### src/rtl/ctrl_unit_multicycle.sv
// Main control FSM for the multicycle MIPS datapath (add/sub/and, addi, lw, sw, beq, bne, j)
// with invalid-opcode and overflow exception sequencing. The SP reset constant lives in the datapath.
module ctrl_unit_multicycle #(
  parameter int unsigned MEM_WAIT = 2
) (
  input  logic       clk,
  input  logic       reset,
  input  logic [5:0] opcode,
  input  logic [5:0] funct,
  input  logic       Overflow_ULA,
  input  logic       Igual_ULA,
  output logic       PCWrite,
  output logic [2:0] PCSource,
  output logic [1:0] IorD,
  output logic [1:0] ExceptionAddress,
  output logic       MemReadOrWrite,
  output logic       IRWrite,
  output logic       MemDataRegLoad,
  output logic       A_w,
  output logic       B_w,
  output logic       AluOutWrite,
  output logic       EPCWrite,
  output logic       RegWrite,
  output logic [1:0] RegDst,
  output logic [2:0] MemToReg,
  output logic       AluSrcA,
  output logic [1:0] AluSrcB,
  output logic [2:0] AluOp,
  output logic [5:0] state_out
);

  typedef enum logic [5:0] {
    S_RESET     = 6'd0,
    S_FETCH     = 6'd1,
    S_DECODE    = 6'd2,
    S_EXEC_R    = 6'd3,
    S_WB_R      = 6'd4,
    S_EXEC_I    = 6'd5,
    S_WB_I      = 6'd6,
    S_ADDR      = 6'd7,
    S_MEM_RD    = 6'd8,
    S_WB_LW     = 6'd9,
    S_MEM_WR    = 6'd10,
    S_BRANCH    = 6'd11,
    S_JUMP      = 6'd12,
    S_EXC_EPC   = 6'd13,
    S_EXC_OVF   = 6'd14,
    S_EXC_RD    = 6'd15,
    S_EXC_JMP   = 6'd16
  } state_t;

  localparam logic [5:0] OP_R    = 6'h00;
  localparam logic [5:0] OP_ADDI = 6'h08;
  localparam logic [5:0] OP_LW   = 6'h23;
  localparam logic [5:0] OP_SW   = 6'h2B;
  localparam logic [5:0] OP_BEQ  = 6'h04;
  localparam logic [5:0] OP_BNE  = 6'h05;
  localparam logic [5:0] OP_J    = 6'h02;
  localparam logic [5:0] FN_ADD  = 6'h20;
  localparam logic [5:0] FN_SUB  = 6'h22;
  localparam logic [5:0] FN_AND  = 6'h24;
  localparam logic [1:0] WAIT_LAST = 2'(MEM_WAIT);

  state_t     state_r;
  logic [1:0] wcnt_r;
  logic [1:0] exc_code_r;
  logic       last_s;

  // Multi-cycle memory states finish when the wait counter reaches MEM_WAIT
  assign last_s = (wcnt_r == WAIT_LAST);

  // State, wait counter and latched exception code
  always_ff @(posedge clk) begin
    if (reset) begin
      state_r    <= S_RESET;
      wcnt_r     <= 2'd0;
      exc_code_r <= 2'd0;
    end else begin
      wcnt_r <= 2'd0;
      case (state_r)
        S_RESET:  state_r <= S_FETCH;
        S_FETCH: begin
          if (last_s) state_r <= S_DECODE;
          else        wcnt_r  <= wcnt_r + 2'd1;
        end
        S_DECODE: begin
          case (opcode)
            OP_R:         state_r <= S_EXEC_R;
            OP_ADDI:      state_r <= S_EXEC_I;
            OP_LW, OP_SW: state_r <= S_ADDR;
            OP_BEQ, OP_BNE: state_r <= S_BRANCH;
            OP_J:         state_r <= S_JUMP;
            default:      state_r <= S_EXC_EPC;
          endcase
        end
        S_EXEC_R: begin
          case (funct)
            FN_ADD, FN_SUB: state_r <= Overflow_ULA ? S_EXC_OVF : S_WB_R;
            FN_AND:         state_r <= S_WB_R;
            default:        state_r <= S_EXC_EPC;
          endcase
        end
        S_EXEC_I: state_r <= Overflow_ULA ? S_EXC_OVF : S_WB_I;
        S_ADDR:   state_r <= (opcode == OP_LW) ? S_MEM_RD : S_MEM_WR;
        S_MEM_RD: begin
          if (last_s) state_r <= S_WB_LW;
          else        wcnt_r  <= wcnt_r + 2'd1;
        end
        S_WB_R, S_WB_I, S_WB_LW, S_MEM_WR, S_BRANCH, S_JUMP: state_r <= S_FETCH;
        S_EXC_EPC: begin
          state_r    <= S_EXC_RD;
          exc_code_r <= 2'b01;
        end
        S_EXC_OVF: begin
          state_r    <= S_EXC_RD;
          exc_code_r <= 2'b10;
        end
        S_EXC_RD: begin
          if (last_s) state_r <= S_EXC_JMP;
          else        wcnt_r  <= wcnt_r + 2'd1;
        end
        S_EXC_JMP: begin
          state_r    <= S_FETCH;
          exc_code_r <= 2'b00;
        end
        default:  state_r <= S_FETCH;
      endcase
    end
  end

  // Moore decode of the datapath controls; only the branch PCWrite looks at a flag
  always_comb begin
    PCWrite          = 1'b0;
    PCSource         = 3'b000;
    IorD             = 2'b00;
    ExceptionAddress = 2'b00;
    MemReadOrWrite   = 1'b0;
    IRWrite          = 1'b0;
    MemDataRegLoad   = 1'b0;
    A_w              = 1'b0;
    B_w              = 1'b0;
    AluOutWrite      = 1'b0;
    EPCWrite         = 1'b0;
    RegWrite         = 1'b0;
    RegDst           = 2'b00;
    MemToReg         = 3'b000;
    AluSrcA          = 1'b0;
    AluSrcB          = 2'b00;
    AluOp            = 3'b000;
    state_out        = state_r;
    case (state_r)
      S_FETCH: begin
        AluSrcB = 2'b01;
        AluOp   = 3'b001;
        IRWrite = last_s;
        PCWrite = last_s;
      end
      S_DECODE: begin
        A_w         = 1'b1;
        B_w         = 1'b1;
        AluSrcB     = 2'b11;
        AluOp       = 3'b001;
        AluOutWrite = 1'b1;
      end
      S_EXEC_R: begin
        AluSrcA = 1'b1;
        case (funct)
          FN_ADD: begin AluOp = 3'b001; AluOutWrite = 1'b1; end
          FN_SUB: begin AluOp = 3'b010; AluOutWrite = 1'b1; end
          FN_AND: begin AluOp = 3'b011; AluOutWrite = 1'b1; end
          default: AluOp = 3'b000;
        endcase
      end
      S_WB_R: begin
        RegDst   = 2'b01;
        RegWrite = 1'b1;
      end
      S_EXEC_I, S_ADDR: begin
        AluSrcA     = 1'b1;
        AluSrcB     = 2'b10;
        AluOp       = 3'b001;
        AluOutWrite = 1'b1;
      end
      S_WB_I:   RegWrite = 1'b1;
      S_MEM_RD: begin
        IorD           = 2'b01;
        MemDataRegLoad = last_s;
      end
      S_WB_LW: begin
        MemToReg = 3'b001;
        RegWrite = 1'b1;
      end
      S_MEM_WR: begin
        IorD           = 2'b01;
        MemReadOrWrite = 1'b1;
      end
      S_BRANCH: begin
        AluSrcA  = 1'b1;
        AluOp    = 3'b111;
        PCSource = 3'b001;
        if (opcode == OP_BEQ) PCWrite = Igual_ULA;
        else if (opcode == OP_BNE) PCWrite = ~Igual_ULA;
        else PCWrite = 1'b0;
      end
      S_JUMP: begin
        PCSource = 3'b010;
        PCWrite  = 1'b1;
      end
      S_EXC_EPC, S_EXC_OVF: begin
        AluSrcB  = 2'b01;
        AluOp    = 3'b010;
        EPCWrite = 1'b1;
      end
      S_EXC_RD: begin
        IorD             = 2'b10;
        ExceptionAddress = exc_code_r;
        MemDataRegLoad   = last_s;
      end
      S_EXC_JMP: begin
        PCSource = 3'b011;
        PCWrite  = 1'b1;
      end
      default: begin
        RegDst   = 2'b10;
        MemToReg = 3'b010;
        RegWrite = 1'b1;
      end
    endcase
  end

endmodule
### config.mk
export PLATFORM = sky130hd
export DESIGN_NAME = ctrl_unit_multicycle
export DESIGN_NICKNAME = d
export VERILOG_FILES = /design/src/rtl/ctrl_unit_multicycle.sv
export SDC_FILE = /design/constraint.sdc
export NUM_CORES = 1
export LEC_CHECK = 0
export ABC_AREA = 1
export CAP_MARGIN = 20
export CORE_ASPECT_RATIO = 0.9
export CORE_MARGIN = 5
export CORE_UTILIZATION = 44
export DETAILED_ROUTE_END_ITERATION = 10
export PLACE_DENSITY = 0.86
export SLEW_MARGIN = 20
export SYNTH_ARGS = -nofsm -noshare
export SYNTH_HDL_FRONTEND = slang
export SYNTH_SLANG_ARGS = --single-unit
### constraint.sdc
create_clock -name clk -period 2.7 [get_ports clk]
set_clock_uncertainty 0.2 [all_clocks]
set_input_delay 0.54 -clock clk [delete_from_list [all_inputs] [get_ports clk]]
set_output_delay 0.54 -clock clk [all_outputs]
set_load 0.05 [all_outputs]
==> images/metal_stack.png <==
Only two layers are drawn.
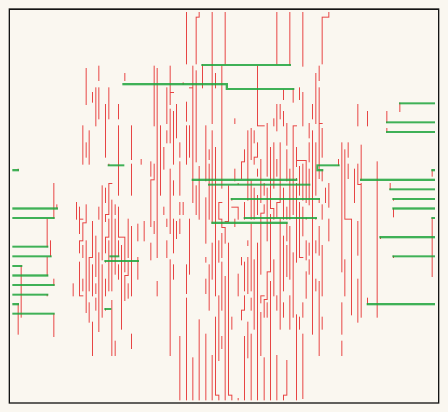
- met2: red (wire length 1,550 um)
- met3: green (wire length 227 um)
Tot GR Track Use: 18.9%
wire per inst: 11.7 um
Post-Route WL: 3040 um
via count: 1,311

==> images/final_clocks.png <==
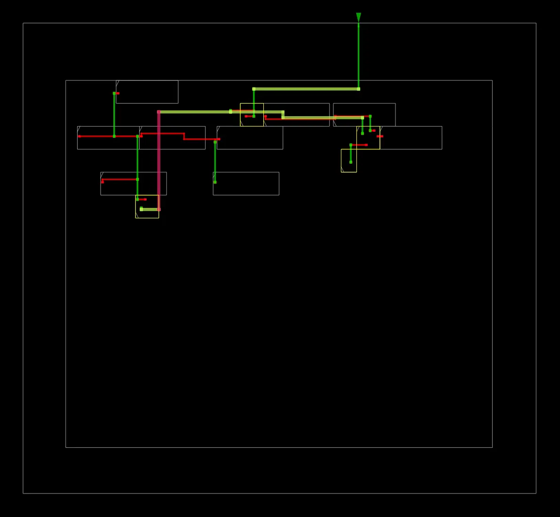
Clock group: 105 uW
Late-Pin Clk Latency: 0.27 ns
Num CTS Buffers: 3
clock sinks: 9

==> impl_metrics.env <==
# flow metrics
export IMPL_period_minus_slack_ns=2.57
export IMPL_fp_dieH_um=55.8
export IMPL_ys_sh_xor_pct=0
export IMPL_overflow=0
export IMPL_die_area_um2=3390
export IMPL_inv_count=37
export IMPL_wl_met1_um=1250
export IMPL_topCombFamilyByArea="simple AND/OR/NAND/NOR gates"
export IMPL_met2_length_um=1550
export IMPL_worst_pin_slew_ns=0.498
export IMPL_max_cap_violations=0
export IMPL_place_area_um2=1550
export IMPL_setup_tns_ns=0
export IMPL_maxUsedRoutingLayer="met4"
export IMPL_fin_ws_ns=0.126
export IMPL_postSynthSeqShare_pct=17.6
export IMPL_p_per_area_nw_per_um2=1150
export IMPL_antenna_cells=0
export IMPL_simple_gate_area_share_pct=52.0
export IMPL_ys_cells=187
export IMPL_fp_util_pct=46.5
export IMPL_synthArstFlopShare_pct=0
export IMPL_clk_share_pct=1.72
export IMPL_worstHoldPathType="register to register"
export IMPL_crit_fanout=6
export IMPL_synthMuxAreaShare_pct=0
export IMPL_drc=0
export IMPL_grt_max_degree=14
export IMPL_comb_share_pct=45.3
export IMPL_status="completed"
export IMPL_final_comb_area_um2=726
export IMPL_grt_pass1_wl_um=5130
export IMPL_ys_ff=9
export IMPL_layout_nonclk_buf_share_pct=30.5
export IMPL_viasPerCell=5.06
export IMPL_crit_path_end_kind="primary output"
export IMPL_p_leak_nw=0.830
export IMPL_synth_compound_area_share_pct=9.78
export IMPL_avgSynthCellArea_um2=5.47
export IMPL_cts_setup_buffers=0
==> images/met1.png <==
Supply wires on this layer in gray.
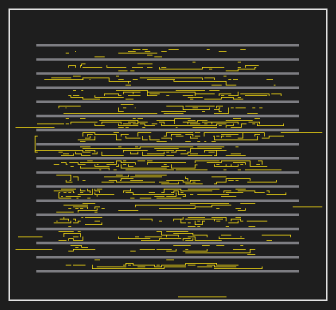
- main direction: horizontal
- longest straight run: 17.9 um
- wire length on this layer: 1,250 um
- nets with wire on the layer: 215
GR Util met1: 24.0%

==> sequential cells by signal, summed over array words and instances (netlist names) <==
register    cells
state_out       5
wcnt_r          2
exc_code_r      2
==> placed cells by master, fill, tap and decap left out <==
master           count
clkbuf_4             3
ha_1                 1
nor2_2               7
nand2_2              3
o21ai_0              5
nand3_1             18
clkinv_2             1
o2111ai_2            1
inv_2                8
nand2_1             34
inv_1               29
nor3_2               1
nor3_1               4
dlymetal6s2s_1       1
nor3_4               2
clkdlybuf4s50_1     20
a21oi_1              4
dfxtp_2              5
o21ai_4              1
o211ai_1             1
o21ai_1              1
nor2_4               3
nand3_2              4
nand2_4              1
a31oi_1              3
nor2_1              33
nand4_1              4
buf_12               7
o21ai_2              2
dfxtp_1              4
conb_1               3
buf_4               18
==> worst max-delay path, stage by stage, from the launching register on <==
cell     delay [ns]
dfxtp_2        0.36
nand2_1        0.13
inv_2          0.07
nand2_1        0.16
nor2_4         0.08
inv_2          0.10
nand2_1        0.06
nor2_1         0.14
nand2_2        0.13
nor3_4         0.17
buf_12         0.16
==> power breakdown <==
part	total, mW	switching, mW	internal, mW
registers	0.230	0.0625	0.168
logic	1.50	0.944	0.554
clock network	0.105	0.0502	0.0547
==> logic make-up after synthesis <==
logic type / after synthesis
adder cells (fa/ha/maj): 1
flip-flops: 9
other: 1
AND/OR/NAND/NOR: 114
AND-OR/OR-AND: 18
buffers and inverters: 44
==> final timing paths <==
check / to / cells past startpoint / from / slack (ns)
min: wcnt_r[0] / 1 / wcnt_r[0] / 0.22
max reg2reg: state_out[3] / 8 / state_out[2] / 1.08
max: MemToReg[1] / 10 / state_out[3] / 0.13
min reg2reg: wcnt_r[0] / 1 / wcnt_r[0] / 0.22
No activity file was given, so power comes from the tool's default toggle rates.
